File: src/rtl/div_unit.sv
// Iterative radix-2 restoring divider for the M-extension execute stage.
// DIV, DIVU, REM and REMU share this datapath; operand bit 32 carries the signedness.
module div_unit #(
  parameter int WIDTH = 33,
  parameter int CNT_W = 6
) (
  input  logic             clk,
  input  logic             rst,
  input  logic             div_start,
  input  logic             div_flush,
  input  logic [WIDTH-1:0] div_s1,
  input  logic [WIDTH-1:0] div_s2,
  output logic [WIDTH-1:0] div_quotient,
  output logic [WIDTH-1:0] div_remainder,
  output logic             div_valid,
  output logic             div_busy
);

  typedef enum logic [1:0] {
    IDLE = 2'd0,
    CALC = 2'd1,
    DONE = 2'd2
  } state_t;

  localparam logic [CNT_W-1:0] LAST_CNT = CNT_W'(WIDTH - 1);

  state_t           r_state;
  state_t           w_next;
  logic [CNT_W-1:0] r_cnt;
  logic [WIDTH-1:0] r_rem;
  logic [WIDTH-1:0] r_quo;
  logic [WIDTH-1:0] r_div;
  logic             r_sign_q;
  logic             r_sign_r;

  logic [WIDTH-1:0] w_abs1;
  logic [WIDTH-1:0] w_abs2;
  logic             w_s2_zero;
  logic [WIDTH:0]   w_shift;
  logic [WIDTH:0]   w_trial;
  logic             w_fits;
  logic [WIDTH-1:0] w_rem_next;
  logic [WIDTH-1:0] w_quo_next;

  assign w_abs1    = div_s1[WIDTH-1] ? -div_s1 : div_s1;
  assign w_abs2    = div_s2[WIDTH-1] ? -div_s2 : div_s2;
  assign w_s2_zero = (div_s2 == '0);

  // The shifted partial remainder needs one extra bit; the borrow of the trial subtract decides the quotient bit.
  assign w_shift    = {r_rem, r_quo[WIDTH-1]};
  assign w_trial    = w_shift - {1'b0, r_div};
  assign w_fits     = w_shift[WIDTH] | ~w_trial[WIDTH];
  assign w_rem_next = w_fits ? w_trial[WIDTH-1:0] : w_shift[WIDTH-1:0];
  assign w_quo_next = {r_quo[WIDTH-2:0], w_fits};

  assign div_valid = (r_state == DONE);
  assign div_busy  = (div_start | (r_state != IDLE)) & ~div_valid & ~div_flush & ~rst;

  always_comb begin
    w_next = r_state;
    unique case (r_state)
      IDLE: begin
        if (div_start && !div_flush) begin
          w_next = w_s2_zero ? DONE : CALC;
        end
      end
      CALC: begin
        if (div_flush) begin
          w_next = IDLE;
        end else if (r_cnt == LAST_CNT) begin
          w_next = DONE;
        end
      end
      default: w_next = IDLE;
    endcase
  end

  always_ff @(posedge clk) begin
    if (rst) begin
      r_state       <= IDLE;
      r_cnt         <= '0;
      r_rem         <= '0;
      r_quo         <= '0;
      r_div         <= '0;
      r_sign_q      <= 1'b0;
      r_sign_r      <= 1'b0;
      div_quotient  <= '0;
      div_remainder <= '0;
    end else begin
      r_state <= w_next;
      unique case (r_state)
        IDLE: begin
          if (div_start && !div_flush) begin
            r_rem    <= '0;
            r_quo    <= w_abs1;
            r_div    <= w_abs2;
            r_sign_q <= div_s1[WIDTH-1] ^ div_s2[WIDTH-1];
            r_sign_r <= div_s1[WIDTH-1];
            r_cnt    <= '0;
            if (w_s2_zero) begin
              div_quotient  <= '1;
              div_remainder <= div_s1;
            end
          end
        end
        CALC: begin
          if (!div_flush) begin
            r_rem <= w_rem_next;
            r_quo <= w_quo_next;
            r_cnt <= r_cnt + CNT_W'(1);
            // Sign correction happens on the way into the output registers.
            if (r_cnt == LAST_CNT) begin
              div_quotient  <= r_sign_q ? -w_quo_next : w_quo_next;
              div_remainder <= r_sign_r ? -w_rem_next : w_rem_next;
            end
          end
        end
        default: ;
      endcase
    end
  end

endmodule
File: config.mk
export PLATFORM = sky130hd
export DESIGN_NAME = div_unit
export DESIGN_NICKNAME = d
export VERILOG_FILES = /design/src/rtl/div_unit.sv
export SDC_FILE = /design/constraint.sdc
export NUM_CORES = 1
export LEC_CHECK = 0
export ABC_AREA = 1
export CORE_ASPECT_RATIO = 2
export CORE_MARGIN = 2
export CORE_UTILIZATION = 54
export DETAILED_ROUTE_END_ITERATION = 7
export DONT_BUFFER_PORTS = 1
export PLACE_DENSITY = 0.7
export SLEW_MARGIN = 0
export SYNTH_ARGS = -nofsm -noshare
export SYNTH_HDL_FRONTEND = slang
export SYNTH_SLANG_ARGS = --single-unit
export TNS_END_PERCENT = 5
File: constraint.sdc
create_clock -name clk -period 3.8 [get_ports clk]
set_input_delay 0.57 -clock clk [delete_from_list [all_inputs] [get_ports clk]]
set_output_delay 0.57 -clock clk [all_outputs]
set_load 0.01 [all_outputs]
Routed metal per tile:
Scale: 2 px per µm. 11 x 23 tiles, from dark purple (low) to yellow (high), scaled to the fullest tile. Values are wire area over tile area, all layers added.
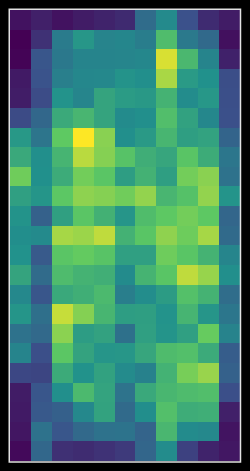
0.80% of the tiles are nearly empty. The fullest tile reaches 0.61. The mean over all tiles is 0.31. 54% of the tiles are over half the peak.

Layout detail:
Window x 32 to 82, y 133 to 183 µm. Cells in grey, sequential cells in the stronger grey; small squares are vias.
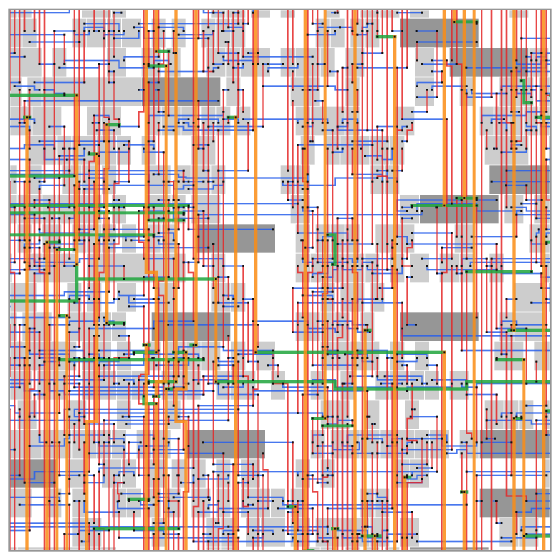
Key: met2 = red; met4 = orange; met1 = blue; met3 = green
Sequential cells in the window: 12. 264 logic cells have their middle in the window. Most frequent: nand2_1 (97), nor2_1 (32), nand3_1 (31). Netlist names of flops here include div_remainder (5), r_rem (5), r_quo (2).

Cells by drive strength:
Scale: 1.5 px per µm.
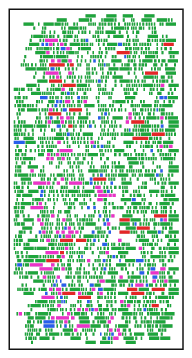
Key: drive 1 or less = green [cells 2,033, most used nand2_1]; drive 2 = blue [cells 88, most used nand2_2]; drive 6 and up = red [cells 28, most used clkbuf_16]; drive 3 to 4 = magenta [cells 110, most used buf_4]
Final Worst Setup Slack: 0.0693 ns
Area growth, synth to finish: 11.3%
design area: 0.0148 mm²

Cell outlines without signal wires:
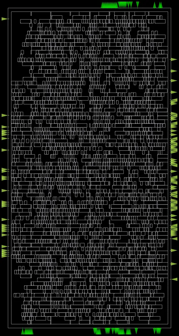
FP Rows: 81
Flops: 175
tap cells: 290
layout filler cell count: 2,467
post-layout util: 60.7%

[how the worst max path moves through the flow]
| stage | startpoint | to | slack (ns) | cells after the start |
|---|---|---|---|---|
| 2_1_floorplan | r_div[8]$_SDFFE_PP0P_ | div_quotient[32]$_SDFFE_PP0P_ | 0.34 | 28 |
| 3_3_place_gp | r_div[32]$_SDFFE_PP0P_ | div_quotient[32]$_SDFFE_PP0P_ | -0.05 | 24 |
| 3_5_place_dp | r_div[30]$_SDFFE_PP0P_ | div_quotient[32]$_SDFFE_PP0P_ | -0.11 | 24 |
| 4_1_cts | r_div[30]$_SDFFE_PP0P_ | div_quotient[32]$_SDFFE_PP0P_ | 0.009 | 24 |
| 5_1_grt | r_div[3]$_SDFFE_PP0P_ | div_quotient[32]$_SDFFE_PP0P_ | -0.09 | 28 |
| 6_report | r_div[32]$_SDFFE_PP0P_ | div_quotient[32]$_SDFFE_PP0P_ | 0.07 | 24 |
[final cells by class]
type	count	area share (%)
inverters	336	8.54
flip-flops and latches	175	23.8
repair buffers	86	4.80
clock inverters	12	0.898
multi-input cells	1630	56.5
clock buffers	20	3.03
diodes	1	0.0169
well taps	290	2.46
[registers in the layout, summed over array words and instances, names as in the netlist]
register / flops
r_cnt: 6
div_remainder: 33
div_quotient: 33
r_div: 33
r_sign_q: 1
r_sign_r: 1
r_quo: 33
r_rem: 33
r_state: 2
[where the power goes]
part | switching, mW | internal (mW) | total, mW | leakage (nW)
combinational | 0.937 | 0.459 | 1.40 | 5.64
clock | 0.790 | 0.988 | 1.78 | 0.277
sequential | 0.0871 | 1.92 | 2.01 | 1.43
[metrics by stage]
stage / instance area (µm²) / total power, mW / std cells
5_1_grt: 14800 / 5.44 / 2549
2_1_floorplan: 13300 / 2.97 / 2227
6_report: 14800 / 5.18 / 2550
3_3_place_gp: 13900 / 3.35 / 2512
4_1_cts: 14500 / 5.15 / 2544
3_5_place_dp: 13900 / 3.37 / 2512
[worst max-delay path: stages, from the launching register on]
cell     delay [ns]
dfxtp_1        0.32
inv_1          0.05
ha_1           0.31
inv_1          0.10
o21ai_0        0.08
a31oi_1        0.17
nand2_1        0.13
nor2_4         0.19
nand2_4        0.09
inv_2          0.08
ha_2           0.17
inv_1          0.06
nor3_2         0.21
nand3_2        0.13
nor3_4         0.24
nand4_1        0.18
nor2_2         0.20
nand2_2        0.11
inv_2          0.08
a21oi_1        0.09
a21oi_2        0.18
nand2_1        0.09
nor2_1         0.13
xor2_1         0.15
a21oi_1        0.07
[metal layers]
layer / GRT usage [%] / up-vias / wire (µm)
met3: 6.20 / 231 / 2340
met2: 66.9 / 536 / 24300
met5: 0 / - / 0
li1: - / 7220 / -
met4: 29.7 / 0 / 4270
met1: 33.6 / 6690 / 15700
[cell families after synthesis]
kind of cell / count (synthesis)
mux: 2
xor+xnor: 54
simple gates: 1084
buf+inv: 422
flops: 175
compound gates: 450
fa+ha+maj: 40
[what timing repair did]
action / in CTS / in global routing
buffers inserted: 0 / 5
resized: 3 / 31
setup endpoints to repair: 2 / 14
pin swaps: 1 / 13
==> impl_metrics.csv <==
group,metric,value,unit
yosys,syn_area_per_cell,5.96,µm²
yosys,mux_share,0.151,%
detailed_routing,routed_via_density,5.76,
placement,pre_cts_slack,-0.105,ns
yosys,synthesis.area,0.0133,mm²
placement,dp_hpwl,35.8,mm
yosys,topCombFamilyByArea,"simple AND/OR/NAND/NOR gates",
yosys,async_flop_share,0,%
yosys,synth.cellmix.simpleShare,34.9,%
finish,combGateArea,0.00834,mm²
yosys,aoi_share,18.8,%
setup_path,start_kind,"flop",
power_and_ir_drop,ir_drop,0.000283,V
detailed_routing,drc,0,
yosys,topCellsByArea,"dfxtp_1 (26%), nand2_1 (16%), inv_1 (9.2%)",
yosys,synthCells,2227,
flow_run,cap_violations,0,
finish,final_layout_top_logic_cells,"nand2_1 (556), inv_1 (323), nor2_1 (230), a21oi_1 (174), dfxtp_1 (172)",
global_routing,grt_pass1_wl,72.1,mm
sta,hold_violations,0,
yosys,ys_types,51,
min_path,hold_end,"div_remainder[2]$_SDFFE_PP0P_",
finish,lay_top_count,"nand2_1",
yosys,synth_flops,175,
die,die_y,226,µm
clock_network,cts_buffers,17,
setup_path,crit_arrival,4.07,ns
sta,maxSlewHeadroom,28.0,%
placement,numPortBuffers,0,
flow_run,warnings,28,
setup_path,required,4.14,ns
die,die_x,115,µm
detailed_routing,wl,46.6,mm
die,core,0.0243,mm²
finish,nets,2356,
min_path,hold_depth,1,
power_and_ir_drop,cellPowerDensity,351,mW/mm²
run_status,status,"completed",
power_and_ir_drop,p_leak,7.34,nW
Power is estimated from default activity; no workload was simulated.
